## src/rtl/multiplier.sv

```systemverilog
// Iterative 32x32->64 shift-add multiplier (signed/unsigned) with level-held mul/complete handshake.
// Optional build macro MUL_EARLY_OUT_EN: leave CALC as soon as the remaining multiplier bits are zero.
module multiplier (
  input  logic        mul_clk,
  input  logic        resetn,
  input  logic        mul,
  input  logic        mul_signed,
  input  logic [31:0] x,
  input  logic [31:0] y,
  output logic [63:0] result,
  output logic        complete
);

  localparam int unsigned OP_W  = 32;
  localparam int unsigned RES_W = 64;
  localparam int unsigned CNT_W = 6;

  localparam logic [1:0] S_IDLE = 2'd0;
  localparam logic [1:0] S_CALC = 2'd1;
  localparam logic [1:0] S_FIX  = 2'd2;
  localparam logic [1:0] S_DONE = 2'd3;

  logic [1:0]       state;
  logic [1:0]       next_state;
  logic [CNT_W-1:0] count;
  logic [RES_W-1:0] mcand;
  logic [RES_W-1:0] acc;
  logic [OP_W-1:0]  mplier;
  logic             neg;

  logic [OP_W-1:0]  abs_x_c;
  logic [OP_W-1:0]  abs_y_c;
  logic [OP_W-1:0]  mplier_shift_c;
  logic             calc_last_c;

  // Operand magnitudes; -2^31 maps to 0x80000000 as an unsigned value
  always_comb begin
    abs_x_c = (mul_signed && x[OP_W-1]) ? (~x + OP_W'(1)) : x;
    abs_y_c = (mul_signed && y[OP_W-1]) ? (~y + OP_W'(1)) : y;
  end

  always_comb begin
    mplier_shift_c = mplier >> 1;
`ifdef MUL_EARLY_OUT_EN
    calc_last_c = (count == CNT_W'(OP_W - 1)) || (mplier_shift_c == '0);
`else
    calc_last_c = (count == CNT_W'(OP_W - 1));
`endif
  end

  always_ff @(posedge mul_clk or negedge resetn) begin
    if (!resetn) state <= S_IDLE;
    else         state <= next_state;
  end

  // Next state; dropping mul in CALC or FIX aborts without touching result
  always_comb begin
    next_state = state;
    case (state)
      S_IDLE: if (mul) next_state = S_CALC;
      S_CALC: begin
        if (!mul)             next_state = S_IDLE;
        else if (calc_last_c) next_state = S_FIX;
      end
      S_FIX:  next_state = mul ? S_DONE : S_IDLE;
      S_DONE: if (!mul) next_state = S_IDLE;
      default: next_state = S_IDLE;
    endcase
  end

  always_ff @(posedge mul_clk or negedge resetn) begin
    if (!resetn) begin
      count    <= '0;
      mcand    <= '0;
      acc      <= '0;
      mplier   <= '0;
      neg      <= 1'b0;
      result   <= '0;
      complete <= 1'b0;
    end else begin
      complete <= (next_state == S_DONE);
      if (state == S_IDLE && mul) begin
        mcand  <= RES_W'(abs_x_c);
        mplier <= abs_y_c;
        acc    <= '0;
        count  <= '0;
        neg    <= mul_signed & (x[OP_W-1] ^ y[OP_W-1]);
      end else if (state == S_CALC && mul) begin
        if (mplier[0]) acc <= acc + mcand;
        mcand  <= mcand << 1;
        mplier <= mplier_shift_c;
        count  <= count + CNT_W'(1);
      end else if (state == S_FIX && mul) begin
        result <= neg ? (~acc + RES_W'(1)) : acc;
      end
    end
  end

endmodule

```

## config.mk

```make
export PLATFORM = sky130hd
export DESIGN_NAME = multiplier
export DESIGN_NICKNAME = d
export VERILOG_FILES = /design/src/rtl/multiplier.sv
export SDC_FILE = /design/constraint.sdc
export NUM_CORES = 1
export LEC_CHECK = 0
export CAP_MARGIN = 5
export CORE_UTILIZATION = 23
export CTS_CLUSTER_SIZE = 16
export DETAILED_ROUTE_END_ITERATION = 16
export SYNTH_ARGS = -nofsm -noshare
export SYNTH_HDL_FRONTEND = slang
export SYNTH_SLANG_ARGS = --single-unit
```

## constraint.sdc

```tcl
create_clock -name mul_clk -period 2.96 [get_ports mul_clk]
set_input_delay 0.296 -clock mul_clk [delete_from_list [all_inputs] [get_ports mul_clk]]
set_output_delay 0.296 -clock mul_clk [all_outputs]
set_load 0.03 [all_outputs]
```

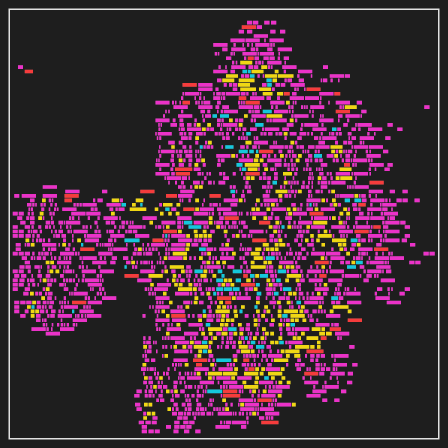
Fig. 1. Cells by drive strength (run 1).
color	size	cells	most used
yellow	x3 and x4	355	buf_4
cyan	x2	77	a21oi_2
red	x6 and larger	56	clkbuf_16
magenta	x1 and smaller	1800	nand2_1
fin area: 21850 µm²
Area Overhead vs Synth: 40.45%
setup ws final: -0.1191 ns

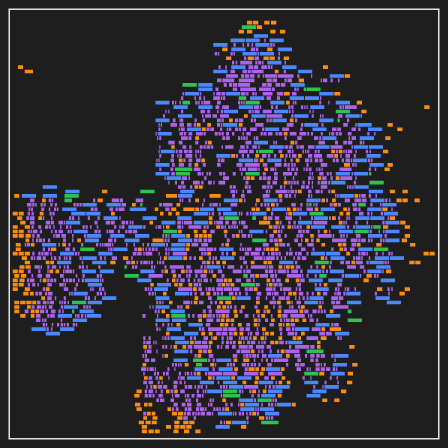
Fig. 2. Placement by cell class (run 1).
color	class	cells
green	clock drivers and dummy loads	53
blue	registers	234
purple	remaining logic cells	1569
orange	remaining buffers and delay cells	432
core footprint: 66330 µm²
Rows: 94

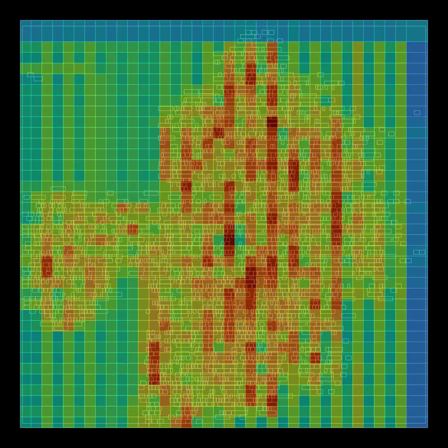
Fig. 3. Congestion heat map (run 1).
grt met3 use: 2.132%
All-Layer GR Usage: 14.70%
busiest grt layer: met2
met2 usage: 23.25%
Final Util: 32.94%

[run 1: power groups by stage]
| stage | logic, W | clock network (W) | registers (W) |
|---|---|---|---|
| 2_1_floorplan | 0.00152 | 0 | 0.00362 |
| 3_3_place_gp | 0.00304 | 0 | 0.00363 |
| 3_5_place_dp | 0.00304 | 0 | 0.00364 |
| 4_1_cts | 0.00321 | 0.00388 | 0.00360 |
| 5_1_grt | 0.00373 | 0.00398 | 0.00364 |
| 6_report | 0.00341 | 0.00378 | 0.00362 |
[run 1: layer usage]
layer / routed length [µm] / part of all wire (%) / vias to the layer above
li1: - / - / 7592
met1: 24510 / 48 / 7090
met2: 22520 / 44 / 331
met3: 2501 / 4.9 / 70
met4: 1093 / 2.2 / 4
met5: 27 / 0.053 / -
==> flow_summary.json, run 1 <==
{
  "r2r-start": "acc[11]$_DFFE_PN0P_",
  "vias_per_cell": 4.785,
  "cpLargestDelayFamily": "simple AND/OR/NAND/NOR gates",
  "rsz0062_at_grt": "true",
  "worstSetupPathType": "reg -> reg",
  "place_ws_ns": -0.4338,
  "worst_ir_drop_vdd_mv": 0.3802,
  "overflow": 0,
  "hold_viol_final": 0,
  "drt.antenna.violating_nets": 0,
  "buf_share_pct": 16.87,
  "mux_share_pct": 0.3217,
  "dpl.cell_count": 3083,
  "reg_top3": "acc: 64 flops, mcand: 64 flops, result: 64 flops",
  "logic_family": "AND-OR/OR-AND gates",
  "wire_per_inst_um": 16.07,
  "comb-cell-share_pct": 46.24,
  "clk_latency_ns": 0.57,
  "post-route-worst-setup-slack_ns": -0.1191,
  "path_depth": 10,
  "top_cell_area_share_pct": 37.64,
  "syn-num-nets": 2051,
  "pwr-share-seq_pct": 33.5,
  "status": "finished, violations left",
  "lay_top_count": "nand2_1",
  "p_switching_w": 0.003496,
  "worst_hold_slack_ns": 0.2412,
  "path_cells": "or4_4 > or4_4 > or2_4 > nor3_4 > buf_12 > nand4_4 > or3_4 > o21ai_2 > xor2_1 > o21ai_1",
  "netlist_instances": 1915,
  "synthArstFlopShare_pct": 100.0,
  "seq_share_pct": 26.83,
  "crit_end": "result[56]$_DFFE_PN0P_",
  "num_tap_cells": 864,
  "cts_setup_buffers": 11,
  "htree_levels": 1,
  "dominant_cells": "multi-input combinational cells",
  "failed_checks": "setup timing",
  "n_clock_buffer": 38,
  "drtPass1Iterations": 5,
  "place.gp.congestion": 0.9235,
  "xor_share_pct": 9.008,
  "tns_ns": -0.4131,
  "finalSetupViolations": 9
}
Fig. 4: run 1, register map, names as in the netlist
Other sequential cells in the stronger gray, the rest of the logic in the fainter gray.
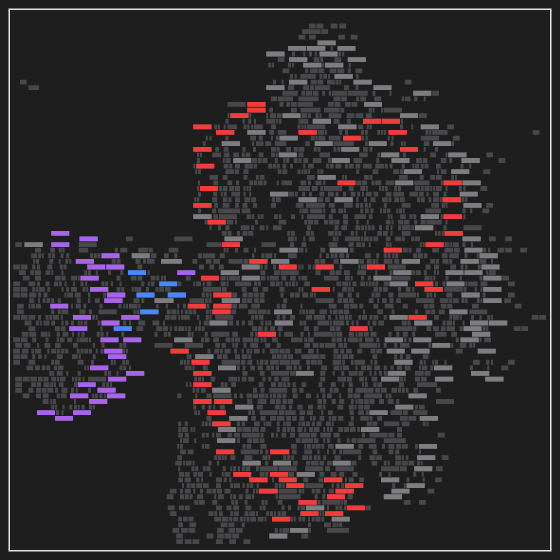

## Run 2: what changed since run 1
CORE_MARGIN = 5   (was not set)
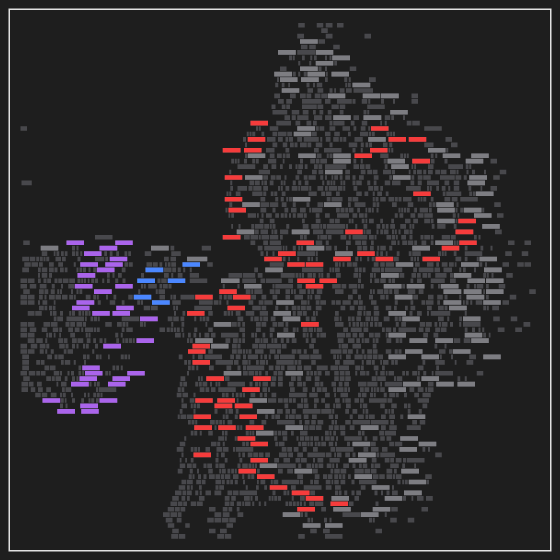
Fig. 5. Register map, names as in the netlist (run 2).
Other sequential cells in the stronger gray, the rest of the logic in the fainter gray.
color	signal	placed flops
blue	`count`	6
red	`mcand`	64
purple	`mplier`	32
not colored	132

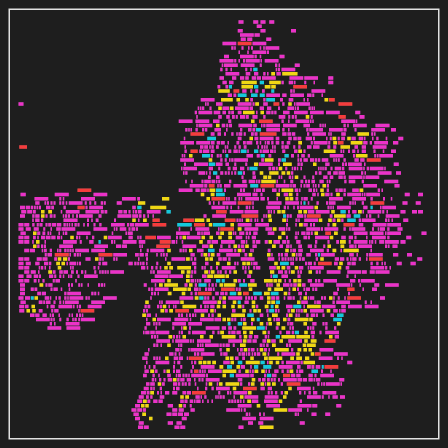
Fig. 6. Cells by drive strength (run 2).
color	size	cells	most used
magenta	x1 and smaller	1814	nand2_1
red	x6 and larger	55	clkbuf_16
cyan	x2	72	a21oi_2
yellow	x3 and x4	346	buf_4
fin area: 21740 µm²
Non-Clock Buffer Count: 431

==> flow_summary.json, run 2 <==
{
  "top_power_group": "registers",
  "synthArstFlopShare_pct": 100.0,
  "overflow": 0,
  "dpl.cell_count": 3087,
  "fp.coreArea_um2": 67160,
  "rows": 95,
  "grt.met2_usage_pct": 20.98,
  "worstSetupPathType": "reg -> reg",
  "path_depth": 10,
  "grt.total_usage_pct": 13.11,
  "p_clk_w": 0.00357,
  "area_delta_synth_final_pct": 39.74,
  "wire_per_inst_um": 15.68,
  "finalSetupViolations": 6,
  "cp.required_ns": 3.41,
  "place.gp.congestion": 0.8951,
  "drtPass1Iterations": 6,
  "reg_top3": "acc: 64 flops, mcand: 64 flops, result: 64 flops",
  "r2r-start": "acc[1]$_DFFE_PN0P_",
  "status": "finished, violations left",
  "cpLargestDelayFamily": "AND-OR/OR-AND gates",
  "crit_start": "acc[1]$_DFFE_PN0P_",
  "drive_gt1_share_pct": 20.68,
  "tns_ns": -0.2544,
  "p_switching_w": 0.003419,
  "rsz0062_at_grt": "true",
  "slowest_stage": "or4_4",
  "post-route-util_pct": 32.37,
  "ctsResizeCount": 57,
  "met3_usage_pct": 2.159,
  "pwr-share-seq_pct": 34.5,
  "lay_top_cells": "299 x nand2_1, 282 x buf_4, 232 x dfrtp_1, 226 x o21ai_0, 153 x a21oi_1",
  "comb_power_w": 0.00333,
  "fin_skew_ns": 0.01632,
  "top_cell_area_share_pct": 37.64,
  "p_seq_w": 0.00364,
  "lay_top_count": "nand2_1",
  "path_cells": "ha_1 > a211oi_2 > or4_4 > a21bo_4 > and2_4 > a21oi_4 > a41oi_2 > o31a_1 > o2111a_1 > a211o_1",
  "post-route-worst-setup-slack_ns": -0.08518,
  "htree_levels": 1,
  "vias_per_cell": 4.745,
  "worst_hold_slack_ns": 0.2498,
  "syn-num-nets": 2051,
  "clk_latency_ns": 0.57,
  "hold_viol_final": 0,
  "netlist_instances": 1915,
  "ys_chip_area_um2": 15560,
  "failed_checks": "setup timing"
}
-- run 2: logic make-up (layout without fill, tap and decap cells) --
kind of cell	after synthesis	after routing	share of synthesized area (%)
and+or+nand+nor	700	700	20.98
AOI/OAI and AO/OA	608	608	23.10
DFF	234	234	37.64
xor gates and xnor gates	160	160	9.008
buffers and inverters	140	512	3.434
adders and majority gates	68	68	5.517
muxes	5	5	0.3217
-- run 2: per-layer routing --
layer	share of wire, %	vias to the layer above
met2	45	293
met5	0.11	-
met1	48	7031
li1	-	7600
met4	2.2	6
met3	4.4	65
-- run 2: final cells by class --
type,count,area [µm²]
tap,873,1092
sequential,234,5861
clock buffer,42,834.6
timing repair buffer,431,3704
inverter,28,105.1
multi-input combinational,1541,10030
clock inverter,11,117.6
fill,7013,45420
Fig. 7: run 2, cell density map
The die is cut into 27 by 27 equal tiles; black is low, pale yellow is high, 0 to 100% covered.
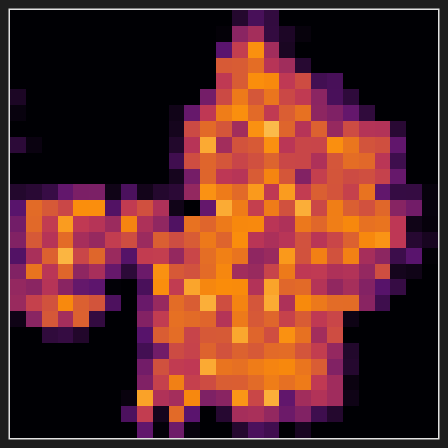

## Run 3: what changed since run 2
--- a/config.mk
+++ b/config.mk
@@ -6,5 +6,5 @@
 export NUM_CORES = 1
 export LEC_CHECK = 0
-export CAP_MARGIN = 5
+export CORE_ASPECT_RATIO = 1.75
 export CORE_MARGIN = 5
 export CORE_UTILIZATION = 23
==> constraint.sdc (replaced) <==
create_clock -name mul_clk -period 2.96 [get_ports mul_clk]
set_input_delay 0.888 -clock mul_clk [delete_from_list [all_inputs] [get_ports mul_clk]]
set_output_delay 0.888 -clock mul_clk [all_outputs]
set_load 0.03 [all_outputs]
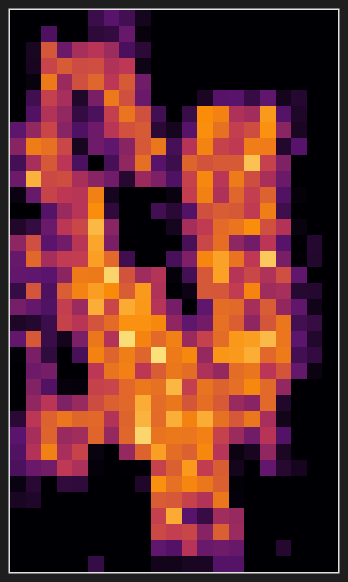
Fig. 8. Cell density map (run 3).
The die is cut into 21 by 35 equal tiles; black is low, pale yellow is high, 0 to 100% covered.
emptiest ninth of the die	bottom right
tiles over 75% full	5.3%
fullest tile	93%
nearly empty tiles	34%
mean over tiles	30%

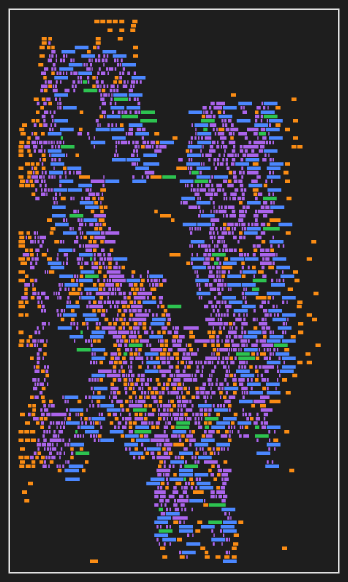
Fig. 9. Placement by cell class (run 3).
color	class	cells
purple	remaining logic cells	1569
blue	registers	234
orange	remaining buffers and delay cells	531
green	clock drivers and dummy loads	48
Final Util: 34.18%
core footprint: 67320 µm²
Rows: 126
fin area: 23010 µm²

==> flow_summary.json, run 3 <==
{
  "adder_share_pct": 5.517,
  "drive_gt1_share_pct": 25.65,
  "clk_latency_ns": 0.57,
  "pwr-share-seq_pct": 32.7,
  "failed_checks": "setup timing",
  "rsz0062_at_grt": "true",
  "htree_levels": 1,
  "area_delta_synth_final_pct": 47.88,
  "ys_sh_aoi_pct": 23.10,
  "syn-num-nets": 2051,
  "finalSetupViolations": 17,
  "fin_skew_ns": 0.02389,
  "netlist_instances": 1915,
  "logic_family": "AND-OR/OR-AND gates",
  "place.gp.congestion": 0.9357,
  "wire_per_inst_um": 16.20,
  "comb_power_w": 0.00371,
  "overflow": 0,
  "dpl.cell_count": 3194,
  "post-route-worst-setup-slack_ns": -0.1869,
  "top_power_group": "clock",
  "ys_chip_area_um2": 15560,
  "p_seq_w": 0.00361,
  "synthArstFlopShare_pct": 100.0,
  "cp.required_ns": 3.41,
  "p_switching_w": 0.003619,
  "grt.total_usage_pct": 13.97,
  "status": "finished, violations left",
  "reg_top3": "acc: 64 flops, mcand: 64 flops, result: 64 flops",
  "r2r-start": "acc[13]$_DFFE_PN0P_"
}
==> run 3: per-layer routing <==
metal  share of wire [%]  wire length [µm]  vias to the layer above  track usage, %
li1                    -                 -                     7783               -
met1                  40             21110                     7309           15.64
met2                  53             28060                      296           26.44
met3                 3.1              1655                      104           1.457
met4                 4.3              2289                        0           5.674
met5                   0                 0                        -               0
==> run 3: repair_timing <==
item | 4_1_cts | 5_1_grt
pin swaps | 52 | 74
endpoints found under the hold margin | 0 | 0
setup buffers | 24 | 17
resized | 117 | 125
gates cloned | 0 | 0
setup endpoints to repair | 53 | 77
==> run 3: layout make-up <==
type                            count  area, µm²
Clock buffer                       31      720.7
Sequential cell                   234       5864
Inverter                           28      105.1
Multi-Input combinational cell   1541      10380
Timing Repair Buffer              531       4557
Clock inverter                     17      260.3
Tap cell                          896       1121
Fill cell                        7027      44310
Power is estimated from default activity; no workload was simulated.
